## src/rtl/mfqs_sched_pkg.sv

```systemverilog
// Shared definitions for the multi-FIFO queue scheduler: default sizes,
// queue-index width helper and FSM state encoding.
package mfqs_sched_pkg;

    localparam int DEF_WEIGHT_BITS = 4;

    typedef enum logic [0:0] {
        SCHED_IDLE   = 1'b0,
        SCHED_ACTIVE = 1'b1
    } sched_state_e;

    function automatic int qid_bits(input int n);
        return (n > 2) ? $clog2(n) : 1;
    endfunction

endpackage

```

## src/rtl/rr_next_select.sv

```systemverilog
// Rotating-priority finder: returns the first set bit of eligible_i in the
// order cur+1, cur+2, ..., cur (modulo N), so cur itself is checked last.
module rr_next_select #(
    parameter int N        = 4,
    parameter int IDX_BITS = 2
) (
    input  logic [N-1:0]        eligible_i,
    input  logic [IDX_BITS-1:0] cur_i,
    output logic [IDX_BITS-1:0] nxt_o,
    output logic                found_o
);

    // Walk the ring once starting just after cur_i; the first hit wins.
    always_comb begin
        logic [IDX_BITS-1:0] idx_s;
        logic                hit_s;
        logic                take_s;
        nxt_o  = cur_i;
        hit_s  = 1'b0;
        idx_s  = '0;
        take_s = 1'b0;
        for (int k = 1; k <= N; k++) begin
            idx_s  = IDX_BITS'((int'(cur_i) + k) % N);
            take_s = !hit_s && eligible_i[idx_s];
            nxt_o  = take_s ? idx_s : nxt_o;
            hit_s  = hit_s | take_s;
        end
        found_o = hit_s;
    end

endmodule

```

## src/rtl/queue_wrr_scheduler.sv

```systemverilog
// Weighted round-robin dequeue scheduler: pops one eligible queue head per
// cycle and forwards it through a registered valid/ready output stage.
module queue_wrr_scheduler
    import mfqs_sched_pkg::*;
#(
    parameter int  NUM_QUEUES  = 4,
    parameter int  WIDTH       = 32,
    parameter int  WEIGHT_BITS = DEF_WEIGHT_BITS,
    localparam int QID_BITS    = qid_bits(NUM_QUEUES)
) (
    input  logic                              clk_i,
    input  logic                              rst_n_i,
    input  logic [NUM_QUEUES*WIDTH-1:0]       q_data_i,
    input  logic [NUM_QUEUES-1:0]             q_valid_i,
    output logic [NUM_QUEUES-1:0]             q_pop_o,
    input  logic [NUM_QUEUES*WEIGHT_BITS-1:0] weight_i,
    input  logic                              weight_load_i,
    output logic [WIDTH-1:0]                  data_o,
    output logic [QID_BITS-1:0]               qid_o,
    output logic                              valid_o,
    input  logic                              ready_i,
    output logic                              active_o
);

    logic [NUM_QUEUES*WEIGHT_BITS-1:0] weight_q, weight_d;
    logic [QID_BITS-1:0]               cur_q, cur_d;
    logic [WEIGHT_BITS-1:0]            credit_q, credit_d;
    logic                              fresh_q, fresh_d;
    sched_state_e                      state_q, state_d;
    logic [WIDTH-1:0]                  data_q, data_d;
    logic [QID_BITS-1:0]               qid_q, qid_d;
    logic                              valid_q, valid_d;

    logic [NUM_QUEUES-1:0]             eligible_s;
    logic                              any_elig_s;
    logic                              slot_free_s;
    logic                              cur_elig_s;
    logic                              keep_s;
    logic                              grant_s;
    logic [QID_BITS-1:0]               base_s;
    logic [QID_BITS-1:0]               nxt_s;
    logic                              found_s;
    logic [QID_BITS-1:0]               g_s;
    logic [WIDTH-1:0]                  sel_data_s;
    logic [WEIGHT_BITS-1:0]            sel_weight_s;

    // Eligibility: head present and non-zero weight.
    always_comb begin
        eligible_s = '0;
        for (int i = 0; i < NUM_QUEUES; i++) begin
            eligible_s[i] = q_valid_i[i] && (weight_q[i*WEIGHT_BITS +: WEIGHT_BITS] != '0);
        end
    end

    assign any_elig_s  = |eligible_s;
    assign slot_free_s = !valid_q || ready_i;

    // Straight after reset the search starts at queue 0 so the lowest
    // eligible index is served first; afterwards it rotates from cur.
    assign base_s = fresh_q ? QID_BITS'(NUM_QUEUES - 1) : cur_q;

    rr_next_select #(
        .N        (NUM_QUEUES),
        .IDX_BITS (QID_BITS)
    ) u_next_select (
        .eligible_i (eligible_s),
        .cur_i      (base_s),
        .nxt_o      (nxt_s),
        .found_o    (found_s)
    );

    // Eligibility of the queue holding the turn.
    always_comb begin
        cur_elig_s = 1'b0;
        for (int i = 0; i < NUM_QUEUES; i++) begin
            if (cur_q == QID_BITS'(i)) begin
                cur_elig_s = eligible_s[i];
            end else begin
                cur_elig_s = cur_elig_s;
            end
        end
    end

    assign keep_s  = cur_elig_s && (credit_q != '0) && !fresh_q;
    assign g_s     = keep_s ? cur_q : nxt_s;
    assign grant_s = slot_free_s && found_s;

    // Head word and weight of the granted queue; pop strobe masked by reset.
    always_comb begin
        sel_data_s   = '0;
        sel_weight_s = '0;
        q_pop_o      = '0;
        for (int i = 0; i < NUM_QUEUES; i++) begin
            if (g_s == QID_BITS'(i)) begin
                sel_data_s   = q_data_i[i*WIDTH +: WIDTH];
                sel_weight_s = weight_q[i*WEIGHT_BITS +: WEIGHT_BITS];
                q_pop_o[i]   = grant_s && rst_n_i;
            end else begin
                q_pop_o[i]   = 1'b0;
            end
        end
    end

    // Output stage, turn pointer, credit and weight next-state.
    always_comb begin
        data_d   = data_q;
        qid_d    = qid_q;
        valid_d  = valid_q;
        cur_d    = cur_q;
        credit_d = credit_q;
        fresh_d  = fresh_q;
        weight_d = weight_load_i ? weight_i : weight_q;
        if (grant_s) begin
            data_d  = sel_data_s;
            qid_d   = g_s;
            valid_d = 1'b1;
            fresh_d = 1'b0;
            if (keep_s) begin
                credit_d = credit_q - WEIGHT_BITS'(1);
            end else begin
                cur_d    = g_s;
                credit_d = sel_weight_s - WEIGHT_BITS'(1);
            end
        end else if (valid_q && ready_i) begin
            valid_d = 1'b0;
        end else begin
            valid_d = valid_q;
        end
    end

    // FSM next-state.
    always_comb begin
        state_d = state_q;
        case (state_q)
            SCHED_IDLE: begin
                if (any_elig_s) begin
                    state_d = SCHED_ACTIVE;
                end else begin
                    state_d = SCHED_IDLE;
                end
            end
            SCHED_ACTIVE: begin
                if (!any_elig_s && slot_free_s) begin
                    state_d = SCHED_IDLE;
                end else begin
                    state_d = SCHED_ACTIVE;
                end
            end
            default: state_d = SCHED_IDLE;
        endcase
    end

    // State registers; weights reset to 1 for plain round-robin.
    always_ff @(posedge clk_i or negedge rst_n_i) begin
        if (!rst_n_i) begin
            for (int i = 0; i < NUM_QUEUES; i++) begin
                weight_q[i*WEIGHT_BITS +: WEIGHT_BITS] <= WEIGHT_BITS'(1);
            end
            cur_q    <= '0;
            credit_q <= '0;
            fresh_q  <= 1'b1;
            state_q  <= SCHED_IDLE;
            data_q   <= '0;
            qid_q    <= '0;
            valid_q  <= 1'b0;
        end else begin
            weight_q <= weight_d;
            cur_q    <= cur_d;
            credit_q <= credit_d;
            fresh_q  <= fresh_d;
            state_q  <= state_d;
            data_q   <= data_d;
            qid_q    <= qid_d;
            valid_q  <= valid_d;
        end
    end

    assign data_o   = data_q;
    assign qid_o    = qid_q;
    assign valid_o  = valid_q;
    assign active_o = (state_q == SCHED_ACTIVE);

endmodule

```

## config.mk

```make
export PLATFORM = sky130hd
export DESIGN_NAME = queue_wrr_scheduler
export DESIGN_NICKNAME = d
export VERILOG_FILES = /design/src/rtl/mfqs_sched_pkg.sv /design/src/rtl/rr_next_select.sv /design/src/rtl/queue_wrr_scheduler.sv
export SDC_FILE = /design/constraint.sdc
export NUM_CORES = 1
export LEC_CHECK = 0
export CAP_MARGIN = 20
export CORE_ASPECT_RATIO = 1.4
export CORE_MARGIN = 2
export CORE_UTILIZATION = 40
export DETAILED_ROUTE_END_ITERATION = 12
export GPL_TIMING_DRIVEN = 0
export PLACE_DENSITY = 0.81
export SYNTH_ARGS = -nofsm -noshare
export SYNTH_HDL_FRONTEND = slang
export SYNTH_HIERARCHICAL = 1
export SYNTH_SLANG_ARGS = --single-unit
```

## constraint.sdc

```tcl
create_clock -name clk_i -period 3.4 [get_ports clk_i]
set_clock_uncertainty 0.1 [all_clocks]
set_input_delay 0.68 -clock clk_i [delete_from_list [all_inputs] [get_ports clk_i]]
set_output_delay 0.68 -clock clk_i [all_outputs]
set_load 0.02 [all_outputs]
```

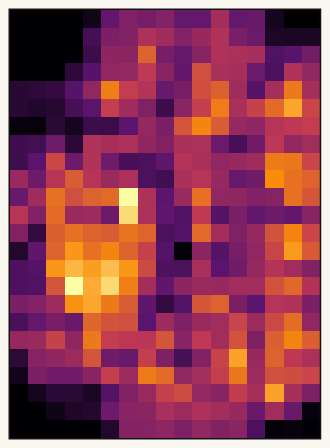
Figure 1: run 1, wiring heat map.
17 x 24 tiles, from black (low) to pale yellow (high), scaled to the fullest tile. Values are wire area over tile area, all layers added.
The densest ninth of the die: left middle. The emptiest ninth of the die: top left. 7.1% of the tiles are nearly empty. 27% of the tiles are over half the peak. The mean over all tiles is 0.19.

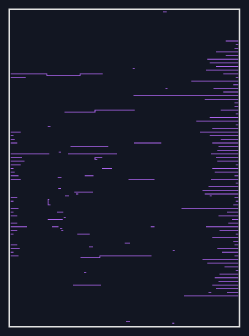
Figure 2: run 1, signal wires on met3.
The layer carries 793 um of wire. The layer holds 6.6% of the routed length. The longest straight run is 38.9 um. 116 nets have wire on it. The wires run mostly horizontal.
M3 GR Usage: 0.05750
via count: 3398
Post-Route WL: 12000 um

==> ci_impl_report.md, run 1 <==
### Flow metrics

| Metric | Value |
|---|---|
| Status | completed |
| Logic share of the area | 0.3405 |
| Vias in the first global route | about 3700 |
| Worst slack at placement | -0.9745 ns |
| Met2 usage | 0.4312 |
| Placed cells | around 610 |
| Simple-gate share of the synthesized area | 0.09232 |
| First DRT Iteration DRCs | between 100 and 150 |
| # Taps | roughly 110 |
| Synthesized area per cell | between 10 and 15 um2 |
| Die height | ~120 um |
| MI comb cells | about 220 |
| Logic area | between 0.002 and 0.0025 mm2 |
| Terminus of the critical flop-to-flop path | credit_q[2] |
| Layout cell share with drive strength beyond 1 | 0.2543 |
| Filler cells | roughly 670 |
| CP max FO | 5 |
| Sw Share | 0.3920 |
| Max reg flops | 32 |
| Post-route setup slack | 0.06085 ns |
| Post-route DRC violation count | 0 |
| Yosys Instances | around 310 |
| Yosys top cell by instances | mux2i_1 |
| Worst hold path type | in2async |
| Tmin final | 3.339 ns |
| Cell Area, Placed | between 0.005 and 0.006 mm2 |
| Clock sink count | between 50 and 60 |
| Setup bufs post-CTS | 8 |
| Flip-flops with a built-in enable | 0 |
| Flop pwr share | 0.214 |
| CP top delay family | AND-OR/OR-AND gates |
| Flop count | just under 60 |
| Post-Syn Instances | between 300 and 400 |
| Sequential power | 1.15 mW |
| DR pass1 iterations | 4 |
| Late-Pin Clk Latency | 0.32 ns |
| I/O Pins | 192 |
| Setup crit end kind | primary output |
| Max Buffers Root-to-Sink | 2 |
| Clk. pwr | roughly 990 uW |
| All-Layer GR Usage | 0.2374 |
| PD cells | 862.6 mW/mm2 |
| Register Area | 0.001485 mm2 |
| Peak Freq | 299.5 MHz |
| # clk buffers | 12 |
| DRT met1 WL | approximately 4300 um |
| CP endpoint | q_pop_o[2] |
| Core box area | between 0.009 and 0.01 mm2 |
| Clk slew on worst S/H paths | 0.05 ns |
| Top Layout Cells | 184 x clkdlybuf4s50_1, 68 x mux2i_1, 52 x dfrtp_1 |
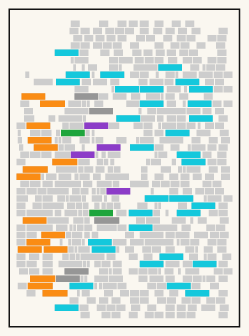
Figure 3: run 1, sequential cells coloured by netlist name.
Other sequential cells in the stronger grey, the rest of the logic in the fainter grey.
weight_q: marked orange, flops 16. credit_q: marked purple, flops 4, where middle. cur_q: marked green, flops 2. data_o: marked cyan, flops 32.
Another 5 sequential cells are not coloured.

Figure 4. Cell placement (run 1).
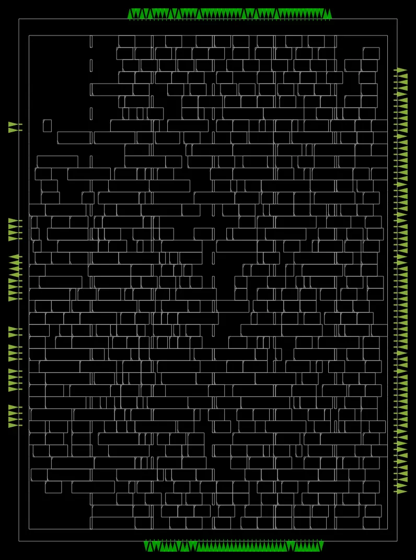

==> run 1 -> run 2 <==
- MAX_ROUTING_LAYER: unset -> met4
- SLEW_MARGIN: unset -> 20
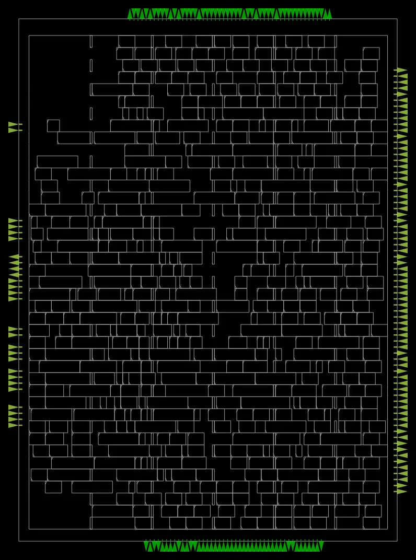
Figure 5: run 2, cell placement.
flop count: 59
Filler cells: 667

==> run 2 against run 1 <==
Compared with the run above:
- critical path type is now in2out
- synthesized cell count unchanged
- critical endpoint is now q_pop_o[3]
- critical path depth up 1
- design area is 0.12% higher
==> ci_impl_report.md, run 2 <==
### Flow metrics

| Metric | Value |
|---|---|
| Status | completed (unchanged) |
| Die height | 118.0 um (unchanged) |
| Vias in the first global route | 3662 (was 3654) |
| Setup crit end kind | primary output (unchanged) |
| CP top delay family | buffers and inverters (was AND-OR/OR-AND gates) |
| Peak Freq | 299.8 MHz (was 299.5 MHz) |
| Yosys Instances | 307 (unchanged) |
| MI comb cells | 220 (unchanged) |
| Max reg flops | 32 (unchanged) |
| Post-Syn Instances | 307 (unchanged) |
| Max Buffers Root-to-Sink | 2 (unchanged) |
| I/O Pins | 192 (unchanged) |
| Late-Pin Clk Latency | 0.32 ns (about the same) |
| Clock sink count | 59 (unchanged) |
| # Taps | 107 (unchanged) |
| Post-Route WL | 12050 um (was 12000 um) |
| Top Layout Cells | 184 x clkdlybuf4s50_1, 68 x mux2i_1, 53 x dfrtp_1 (was 184 x clkdlybuf4s50_1, 68 x mux2i_1, 52 x dfrtp_1) |
| Clk slew on worst S/H paths | 0.05 ns (about the same) |
| Placed cells | 605 (unchanged) |
| PD cells | 862.8 mW/mm2 (was 862.6 mW/mm2) |
| # clk buffers | 12 (unchanged) |
| Flop pwr share | 0.213 (was 0.214) |
| Layout cell share with drive strength beyond 1 | 0.2538 (was 0.2543) |
| Core box area | 0.009029 mm2 (unchanged) |
| CP max FO | 10 (was 5) |
| Via count | 3407 (was 3398) |
| Register Area | 0.001484 mm2 (was 0.001485 mm2) |
| All-Layer GR Usage | 0.2433 (was 0.2374) |
==> run 2 -> run 3 <==
- SLEW_MARGIN: 20 -> unset
==> run 3 against run 2 <==
Compared with the run above:
- routed wire length about the same
- combinational power about the same
- die size unchanged
- via count did not move
- final cell count stayed put
- total power barely moved
- clock-buffer cell count unchanged
- flip-flop count is the same
- critical endpoint unchanged
==> ci_impl_report.md, run 3 <==
### Flow metrics

| Metric | Value |
|---|---|
| Status | completed (unchanged) |
| Flop count | 59 (unchanged) |
| # clk buffers | 12 (unchanged) |
| Clk. pwr | 992 uW (was 993 uW) |
| Layout cell share with drive strength beyond 1 | 0.2538 (unchanged) |
| Yosys Instances | 307 (unchanged) |
| CP top delay family | buffers and inverters (unchanged) |
| Max Buffers Root-to-Sink | 2 (unchanged) |
| # Taps | 107 (unchanged) |
| Cell Area, Placed | 0.005764 mm2 (was 0.005767 mm2) |
| Met2 usage | 0.4307 (unchanged) |
| PD cells | 862.9 mW/mm2 (was 862.8 mW/mm2) |
| Sequential power | 1.15 mW (about the same) |
| CP endpoint | q_pop_o[3] (unchanged) |
| Flip-flops with a built-in enable | 0 (unchanged) |
| Logic share of the area | 0.3396 (was 0.3395) |
| Peak Freq | 299.9 MHz (was 299.8 MHz) |
| Placed cells | 605 (unchanged) |
| Post-route DRC violation count | 0 (unchanged) |
| Die height | 118.0 um (unchanged) |
| Post-route setup slack | 0.06551 ns (was 0.06491 ns) |
| All-Layer GR Usage | 0.2434 (was 0.2433) |
| M3 GR Usage | 0.05750 (unchanged) |
| Vias in the first global route | 3664 (was 3662) |
| I/O Pins | 192 (unchanged) |
| Yosys top cell by instances | mux2i_1 (unchanged) |
| Max reg flops | 32 (unchanged) |
| Clock sink count | 59 (unchanged) |
| Late-Pin Clk Latency | 0.32 ns (about the same) |
| Synthesized area per cell | 12.10 um2 (unchanged) |
| First DRT Iteration DRCs | 105 (unchanged) |
| Simple-gate share of the synthesized area | 0.09232 (unchanged) |
| Post-Syn Instances | 307 (unchanged) |
| Terminus of the critical flop-to-flop path | credit_q[2] (unchanged) |
| Filler cells | 669 (was 667) |
| Via count | 3407 (unchanged) |
| Worst hold path type | in2async (unchanged) |
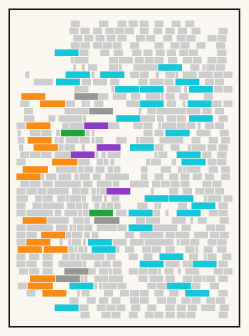
Figure 6: run 3, sequential cells coloured by netlist name.
Other sequential cells in the stronger grey, the rest of the logic in the fainter grey.
weight_q: marked orange, flops 16. cur_q: marked green, flops 2. data_o: marked cyan, flops 32. credit_q: marked purple, flops 4, where middle.

Power is estimated from default activity; no workload was simulated.
